$ cat config.mk
export PLATFORM = sky130hd
export DESIGN_NAME = midi_tx
export DESIGN_NICKNAME = d
export VERILOG_FILES = /design/src/rtl/midi_tx.sv
export SDC_FILE = /design/constraint.sdc
export NUM_CORES = 1
export LEC_CHECK = 0
export ABC_CLOCK_PERIOD_IN_PS = 2350
export CORE_MARGIN = 4
export CORE_UTILIZATION = 50
export DETAILED_ROUTE_END_ITERATION = 10
export GPL_TIMING_DRIVEN = 1
export PLACE_DENSITY = 0.72
export RECOVER_POWER = 100
export REMOVE_ABC_BUFFERS = 1
export SYNTH_ARGS = -nofsm -noshare
export SYNTH_HDL_FRONTEND = slang
export SYNTH_SLANG_ARGS = --single-unit
$ cat constraint.sdc
create_clock -name clk -period 2.35 [get_ports clk]
set_input_delay 0.47 -clock clk [delete_from_list [all_inputs] [get_ports clk]]
set_output_delay 0.47 -clock clk [all_outputs]
set_load 0.01 [all_outputs]
$ cat src/rtl/midi_tx.sv
// rtl/midi_tx.sv - MIDI transmitter: command handshake in, 8N1 LSB-first serial line out
// Optional feature macro: MIDI_TX_RUNNING_STATUS_EN (omit status byte when it repeats)
module midi_tx #(
  parameter int CLK_FREQ = 50000000,
  parameter int BAUD     = 31250
) (
  input  logic       clk,
  input  logic       rst_n,
  input  logic       ce,
  input  logic       cmd_valid,
  output logic       cmd_ready,
  input  logic [1:0] cmd_type,
  input  logic [3:0] channel,
  input  logic [6:0] data1,
  input  logic [6:0] data2,
  output logic       tx,
  output logic       busy
);
  localparam int BIT_CLKS = CLK_FREQ / BAUD;
  localparam int CW       = $clog2(BIT_CLKS);
  localparam logic [CW-1:0] CNT_LAST = CW'(BIT_CLKS - 1);

  typedef enum logic [1:0] {IDLE, START, DATA, STOP} state_t;

  state_t          state_q, state_d;
  logic [CW-1:0]   cnt_q, cnt_d;
  logic [2:0]      bit_q, bit_d, bit_nx;
  logic [1:0]      idx_q, idx_d, last_q, last_d;
  logic [2:0][7:0] msg_q, msg_d;
  logic            tx_q, tx_d, busy_q, busy_d;
  logic            accept, bit_end, skip;
  logic [7:0]      status, cur_byte;

  assign cmd_ready = (state_q == IDLE);
  assign accept    = ce & cmd_valid & cmd_ready;
  assign bit_end   = (cnt_q == CNT_LAST);
  assign bit_nx    = bit_q + 3'd1;
  assign tx        = tx_q;
  assign busy      = busy_q;

  always_comb begin
    case (cmd_type)
      2'b00:   status = {4'h8, channel};
      2'b01:   status = {4'h9, channel};
      default: status = {4'hC, channel};
    endcase
  end

  always_comb begin
    case (idx_q)
      2'd0:    cur_byte = msg_q[0];
      2'd1:    cur_byte = msg_q[1];
      default: cur_byte = msg_q[2];
    endcase
  end

`ifdef MIDI_TX_RUNNING_STATUS_EN
  // 8'h00 can never be a status byte, so it doubles as "no status sent yet".
  logic [7:0] last_status;

  always_ff @(posedge clk or negedge rst_n) begin
    if (!rst_n) begin
      last_status <= 8'h00;
    end else if (accept && cmd_type != 2'b11) begin
      last_status <= status;
    end
  end

  assign skip = (status == last_status);
`else
  assign skip = 1'b0;
`endif

  always_comb begin
    state_d = state_q;
    cnt_d   = cnt_q;
    bit_d   = bit_q;
    idx_d   = idx_q;
    last_d  = last_q;
    msg_d   = msg_q;
    tx_d    = tx_q;
    busy_d  = busy_q;
    if (ce) begin
      case (state_q)
        IDLE: begin
          // Reserved commands complete the handshake here and are dropped.
          if (accept && cmd_type != 2'b11) begin
            msg_d   = {1'b0, data2, 1'b0, data1, status};
            idx_d   = skip ? 2'd1 : 2'd0;
            last_d  = (cmd_type == 2'b10) ? 2'd1 : 2'd2;
            state_d = START;
            cnt_d   = '0;
            tx_d    = 1'b0;
            busy_d  = 1'b1;
          end
        end
        START: begin
          if (bit_end) begin
            state_d = DATA;
            cnt_d   = '0;
            bit_d   = 3'd0;
            tx_d    = cur_byte[0];
          end else begin
            cnt_d = cnt_q + 1'b1;
          end
        end
        DATA: begin
          if (bit_end) begin
            cnt_d = '0;
            if (bit_q == 3'd7) begin
              state_d = STOP;
              tx_d    = 1'b1;
            end else begin
              bit_d = bit_nx;
              tx_d  = cur_byte[bit_nx];
            end
          end else begin
            cnt_d = cnt_q + 1'b1;
          end
        end
        STOP: begin
          if (bit_end) begin
            cnt_d = '0;
            if (idx_q == last_q) begin
              state_d = IDLE;
              busy_d  = 1'b0;
            end else begin
              idx_d   = idx_q + 2'd1;
              state_d = START;
              tx_d    = 1'b0;
            end
          end else begin
            cnt_d = cnt_q + 1'b1;
          end
        end
        default: state_d = IDLE;
      endcase
    end
  end

  always_ff @(posedge clk or negedge rst_n) begin
    if (!rst_n) begin
      state_q <= IDLE;
      cnt_q   <= '0;
      bit_q   <= 3'd0;
      idx_q   <= 2'd0;
      last_q  <= 2'd0;
      msg_q   <= '0;
      tx_q    <= 1'b1;
      busy_q  <= 1'b0;
    end else begin
      state_q <= state_d;
      cnt_q   <= cnt_d;
      bit_q   <= bit_d;
      idx_q   <= idx_d;
      last_q  <= last_d;
      msg_q   <= msg_d;
      tx_q    <= tx_d;
      busy_q  <= busy_d;
    end
  end

endmodule
run_1/util_map.png
8 x 8 tiles, from white (low) to dark blue (high), 0 to 100% covered.
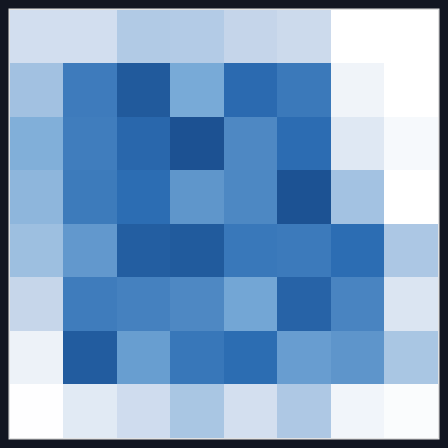
nearly empty tiles	7.8%
densest ninth of the die	centre
mean over tiles	46%
tiles over 75% full	20%

run_1/congestion_map.png
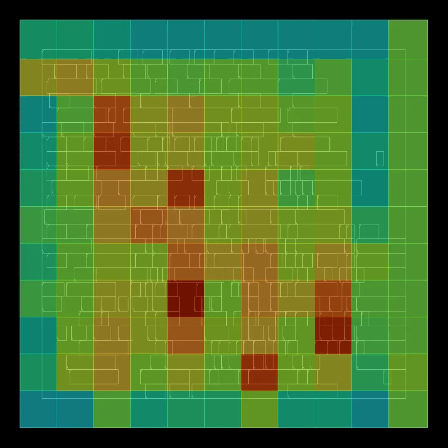
met3 Track Usage GR: 4.14%
met1 Resource Use GR: 21.8%
Final Core Density: 61.7%
gr usage total: 16.6%

run_1/m2.png
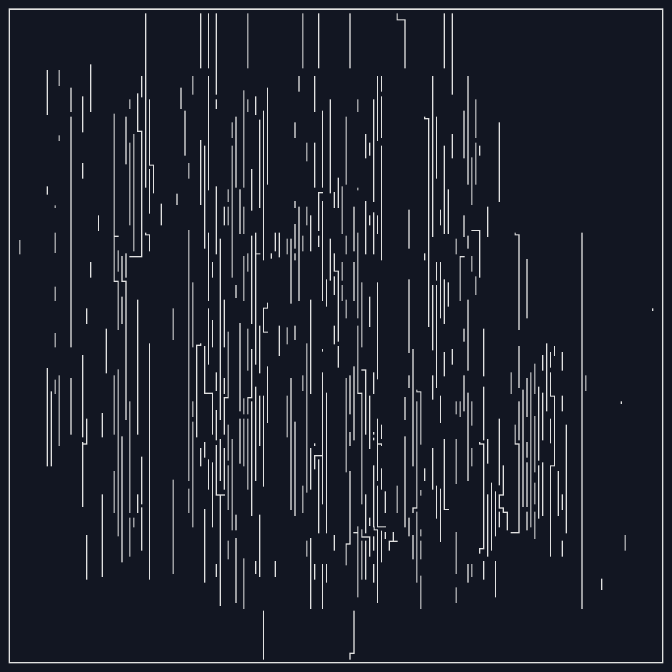
wire length on this layer	2210 microns
longest straight run	43.9 microns
nets with wire on the layer	242
grt met2 use: 26.8%
DR vias: 1762

==> impl_metrics.toml, run 1 <==
# generated from flow reports
[run_status]
status = "finished clean"

[cts]
cts_buffer_depth = 2
cts_tree = "yes"
numClockSinks = 43

[worst_setup_path]
crit_path_max_incr_delay_ns = 0.57
crit_path_end = "cmd_ready"
crit_slowest_cell = "clkdlybuf4s50_1"
critPathKind = "reg -> out"
path_buffers = 2
r2r_cells = 8

[run]
cap_violations = 0

[synth]
area_leaders = "dfrtp_1 (45%), mux2_2 (11%), ha_1 (5.4%), nand2_1 (3.9%), o21ai_0 (3.4%)"
ys_types = 46
synth-xor-area-share_pct = 1.88
ys_area_sq_um = 2330
edf_count = 0
synth_top_area_share_pct = 45.1
synth_area_sq_um = 2330
synth-async-reset-ratio_pct = 100
ys.flop_type = "dfrtp_1"
compound_area_share_pct = 14.8
top_cells_by_count = "dfrtp_1 (42), nand2_1 (24), mux2_2 (22), o21ai_0 (16), nor2_1 (14)"
top_cell = "dfrtp_1"

[power_and_ir_drop]
p_total_mw = 1.58
comb-power_uw = 155
p_seq_uw = 842
combinationalPowerShare_pct = 9.8
swShare_pct = 23.4
leakage_nw = 1.28

[floorplanning]
dieArea_sq_um = 5820
design.core.area_sq_um = 4440
die_y_microns = 76.3

[cells_and_area]
layout.nets = 289
non_clock_buffer_count = 33
seqCellArea_sq_um = 1080
nClkBuffers = 6
fin_area_sq_um = 2740

[final_timing]
report.final.setup_viol = 0
relSlewSlack_pct = 24.3
fmax_mhz = 459
hold_viol = 0
rsz0062_at_grt = "no"
finClkSkew_ns = 0.00698

[routing]
firstDrtPassIters = 5
wl_per_cell_microns = 15.0

[placement]
place.gp.congestion = 0.806
run_1/layers.png
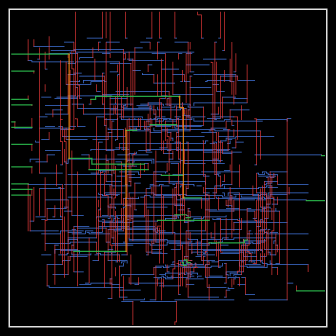

## Run 2: what changed since run 1
--- a/config.mk
+++ b/config.mk
@@ -12,7 +12,6 @@
 export GPL_TIMING_DRIVEN = 1
 export PLACE_DENSITY = 0.72
 export RECOVER_POWER = 100
-export REMOVE_ABC_BUFFERS = 1
 export SYNTH_ARGS = -nofsm -noshare
 export SYNTH_HDL_FRONTEND = slang
 export SYNTH_SLANG_ARGS = --single-unit
run_2/layers.png
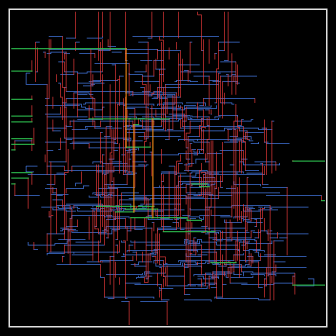
colour	layer	wire length
blue	M1	2170 microns
red	M2	2170 microns
green	M3	176 microns
orange	M4	68.7 microns
DR vias: 1748
gr usage total: 16.4%
drt total wl: 4.58 mm

run_2/congestion_map.png
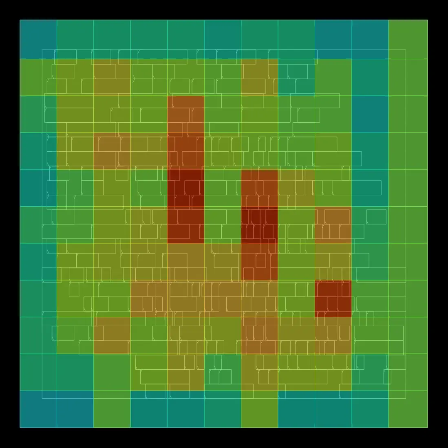
WL/cell: 14.9 microns
grt met2 use: 26.4%

==> impl_metrics.toml, run 2 <==
# generated from flow reports
[run_status]
status = "finished clean"

[cts]
cts_tree = "yes"
numClockSinks = 43
cts_buffer_depth = 2

[power_and_ir_drop]
p_seq_uw = 842
comb-power_uw = 158
p_total_mw = 1.57
swShare_pct = 24.5
combinationalPowerShare_pct = 10.1
leakage_nw = 1.29

[synth]
ys_ff = 43
edf_count = 0
area_leaders = "dfrtp_1 (45%), mux2_2 (11%), ha_1 (5.4%), nand2_1 (3.9%), o21ai_0 (3.4%)"
ys_types = 46
compound_area_share_pct = 14.8
ys_area_sq_um = 2330
synth-async-reset-ratio_pct = 100
synth-xor-area-share_pct = 1.88
ys.flop_type = "dfrtp_1"
top_cell = "dfrtp_1"
ys_sh_simple_pct = 16.0
top_cells_by_count = "dfrtp_1 (42), nand2_1 (24), mux2_2 (22), o21ai_0 (16), nor2_1 (14)"
synth_top_area_share_pct = 45.1

[cells_and_area]
seqCellArea_sq_um = 1080
drive_gt1_share_pct = 16.8
fin_util_pct = 61.9
non_clock_buffer_count = 33
largest_register_ff_count = 21
fin_area_sq_um = 2750
layout.nets = 289
nClkBuffers = 5

[worst_setup_path]
path_buffers = 2
r2r_cells = 8
crit_slowest_cell = "clkdlybuf4s50_1"
r2r-end = "tx"
crit_path_max_incr_delay_ns = 0.57
crit_path_end = "cmd_ready"
cp-startpoint = "state_q[0]"

[final_timing]
hold_viol = 0
fmax_mhz = 460
rsz0062_at_grt = "no"
relSlewSlack_pct = 24.6
hold-worst-slack_ns = 0.473
finClkSkew_ns = 0.00612
fin_ws_ns = 0.176
report.final.setup_viol = 0

[grt]
grt_pass1_wl_mm = 7.85
grt_pass1_vias = 1725
met1_usage_pct = 22.1

[routing]
firstDrtPassIters = 4

[placement]
place.gp.congestion = 0.857

[floorplanning]
die_y_microns = 76.3
dieArea_sq_um = 5820
design.core.area_sq_um = 4440

[run]
cap_violations = 0
## Run 3: what changed since run 2
--- a/config.mk
+++ b/config.mk
@@ -6,12 +6,14 @@
 export NUM_CORES = 1
 export LEC_CHECK = 0
 export ABC_CLOCK_PERIOD_IN_PS = 2350
+export CAP_MARGIN = 20
 export CORE_MARGIN = 4
 export CORE_UTILIZATION = 50
 export DETAILED_ROUTE_END_ITERATION = 10
 export GPL_TIMING_DRIVEN = 1
 export PLACE_DENSITY = 0.72
 export RECOVER_POWER = 100
+export SETUP_SLACK_MARGIN = 0.02
 export SYNTH_ARGS = -nofsm -noshare
 export SYNTH_HDL_FRONTEND = slang
 export SYNTH_SLANG_ARGS = --single-unit
run_3/m2.png
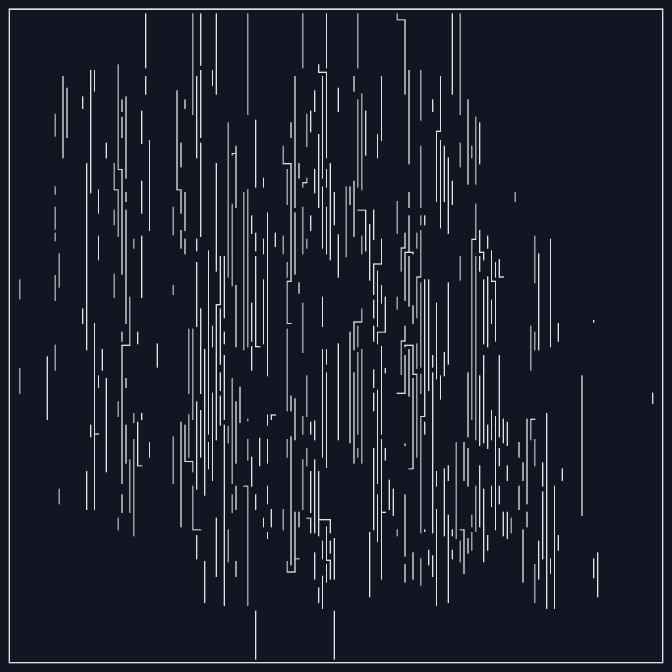
main direction	vertical
wire length on this layer	2170 microns

==> impl_metrics.toml, run 3 <==
# generated from flow reports
[routing]
firstDrtPassIters = 4
vias = 1748
wl_per_cell_microns = 14.9
wl_mm = 4.58
antenna_left = 0

[worst_setup_path]
r2r_cells = 8
r2r-end = "tx"
critPathKind = "reg -> out"
path_buffers = 2
cp-end-kind = "output pin"
rrSetupSlack_ns = 0.26
r2r_start = "idx_q[1]"
crit_slowest_cell = "clkdlybuf4s50_1"
crit_path_max_incr_delay_ns = 0.57
crit_path_end = "cmd_ready"
critPathTopFamily = "buffers and inverters"
cp-startpoint = "state_q[0]"

[final_timing]
relSlewSlack_pct = 24.6
fin_ws_ns = 0.176
fmax_mhz = 460
rsz0062_at_grt = "no"
finClkSkew_ns = 0.00612
hold_viol = 0
report.final.setup_viol = 0
hold-worst-slack_ns = 0.473

[synth]
synth_area_per_cell_sq_um = 10.4
ys_area_sq_um = 2330
synth-xor-area-share_pct = 1.88
syn_inst = 224
ys_types = 46
synth-async-reset-ratio_pct = 100
compound_area_share_pct = 14.8
area_leaders = "dfrtp_1 (45%), mux2_2 (11%), ha_1 (5.4%), nand2_1 (3.9%), o21ai_0 (3.4%)"
edf_count = 0
synth_top_area_share_pct = 45.1
ys.flop_type = "dfrtp_1"
ys_ff = 43
synth_area_sq_um = 2330
ys_sh_simple_pct = 16.0
top_cell = "dfrtp_1"
top_cells_by_count = "dfrtp_1 (42), nand2_1 (24), mux2_2 (22), o21ai_0 (16), nor2_1 (14)"
synth_seq_share_pct = 46.2

[power_and_ir_drop]
netSwitchingPower_uw = 385
pg_clk_uw = 572
peakVddDrop_mv = 0.330
p_seq_uw = 842
power_density_nw_per_um2 = 572
combinationalPowerShare_pct = 10.1
leakage_nw = 1.29
p_clk_share_pct = 36.4
comb-power_uw = 158
swShare_pct = 24.5
p_total_mw = 1.57

[placement]
dp_hpwl_mm = 3.53
place.gp.congestion = 0.857
dp_cells = 299

[grt]
met1_usage_pct = 22.1
use_met3_pct = 3.78
grt_pass1_vias = 1725
grt_pass1_wl_mm = 7.85
track_usage_pct = 16.4
grtUsageMet2_pct = 26.4

[run]
cap_violations = 0

[run_status]
status = "finished clean"

[cells_and_area]
top_regs = "msg_q (21), cnt_q (11), bit_q (3)"
seqCellArea_sq_um = 1080
comb_share_pct = 42.4
nClkBuffers = 5
non_clock_buffer_count = 33
layout.nets = 289
fin_util_pct = 61.9
fin_area_sq_um = 2750
inverters = 10
largest_register_ff_count = 21
drive_gt1_share_pct = 16.8
fin_cells = 308

[floorplanning]
dieArea_sq_um = 5820
die_y_microns = 76.3
io_pins = 27
design.core.area_sq_um = 4440

[cts]
numClockSinks = 43
cts_buffer_depth = 2
htreeDepth = 2
cts_tree = "yes"
run_3/layers.png
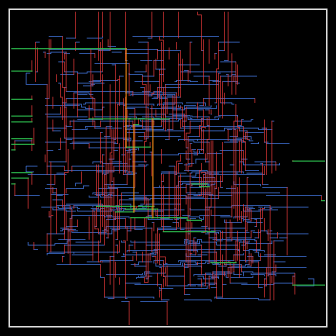
colour	layer	wire length
orange	M4	68.7 microns
green	M3	176 microns
red	M2	2170 microns
blue	M1	2170 microns


## Gallery

Logic cells by family.
image #1
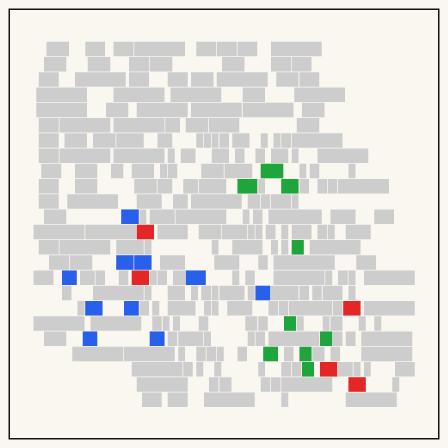
image #2
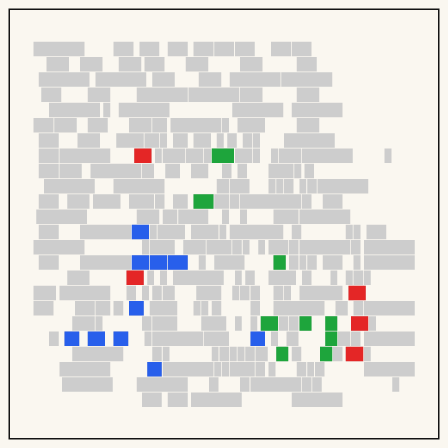
| picture | from |
|---|---|
| image #1 | run 2 |
| image #2 | run 1 |

Key to image #1:
colour	family	cells	most used
red	xor and xnor cells	5	xnor2_1
green	and/or cells	9	and3_1
blue	non-inverting ao/oa cells	10	a21o_1

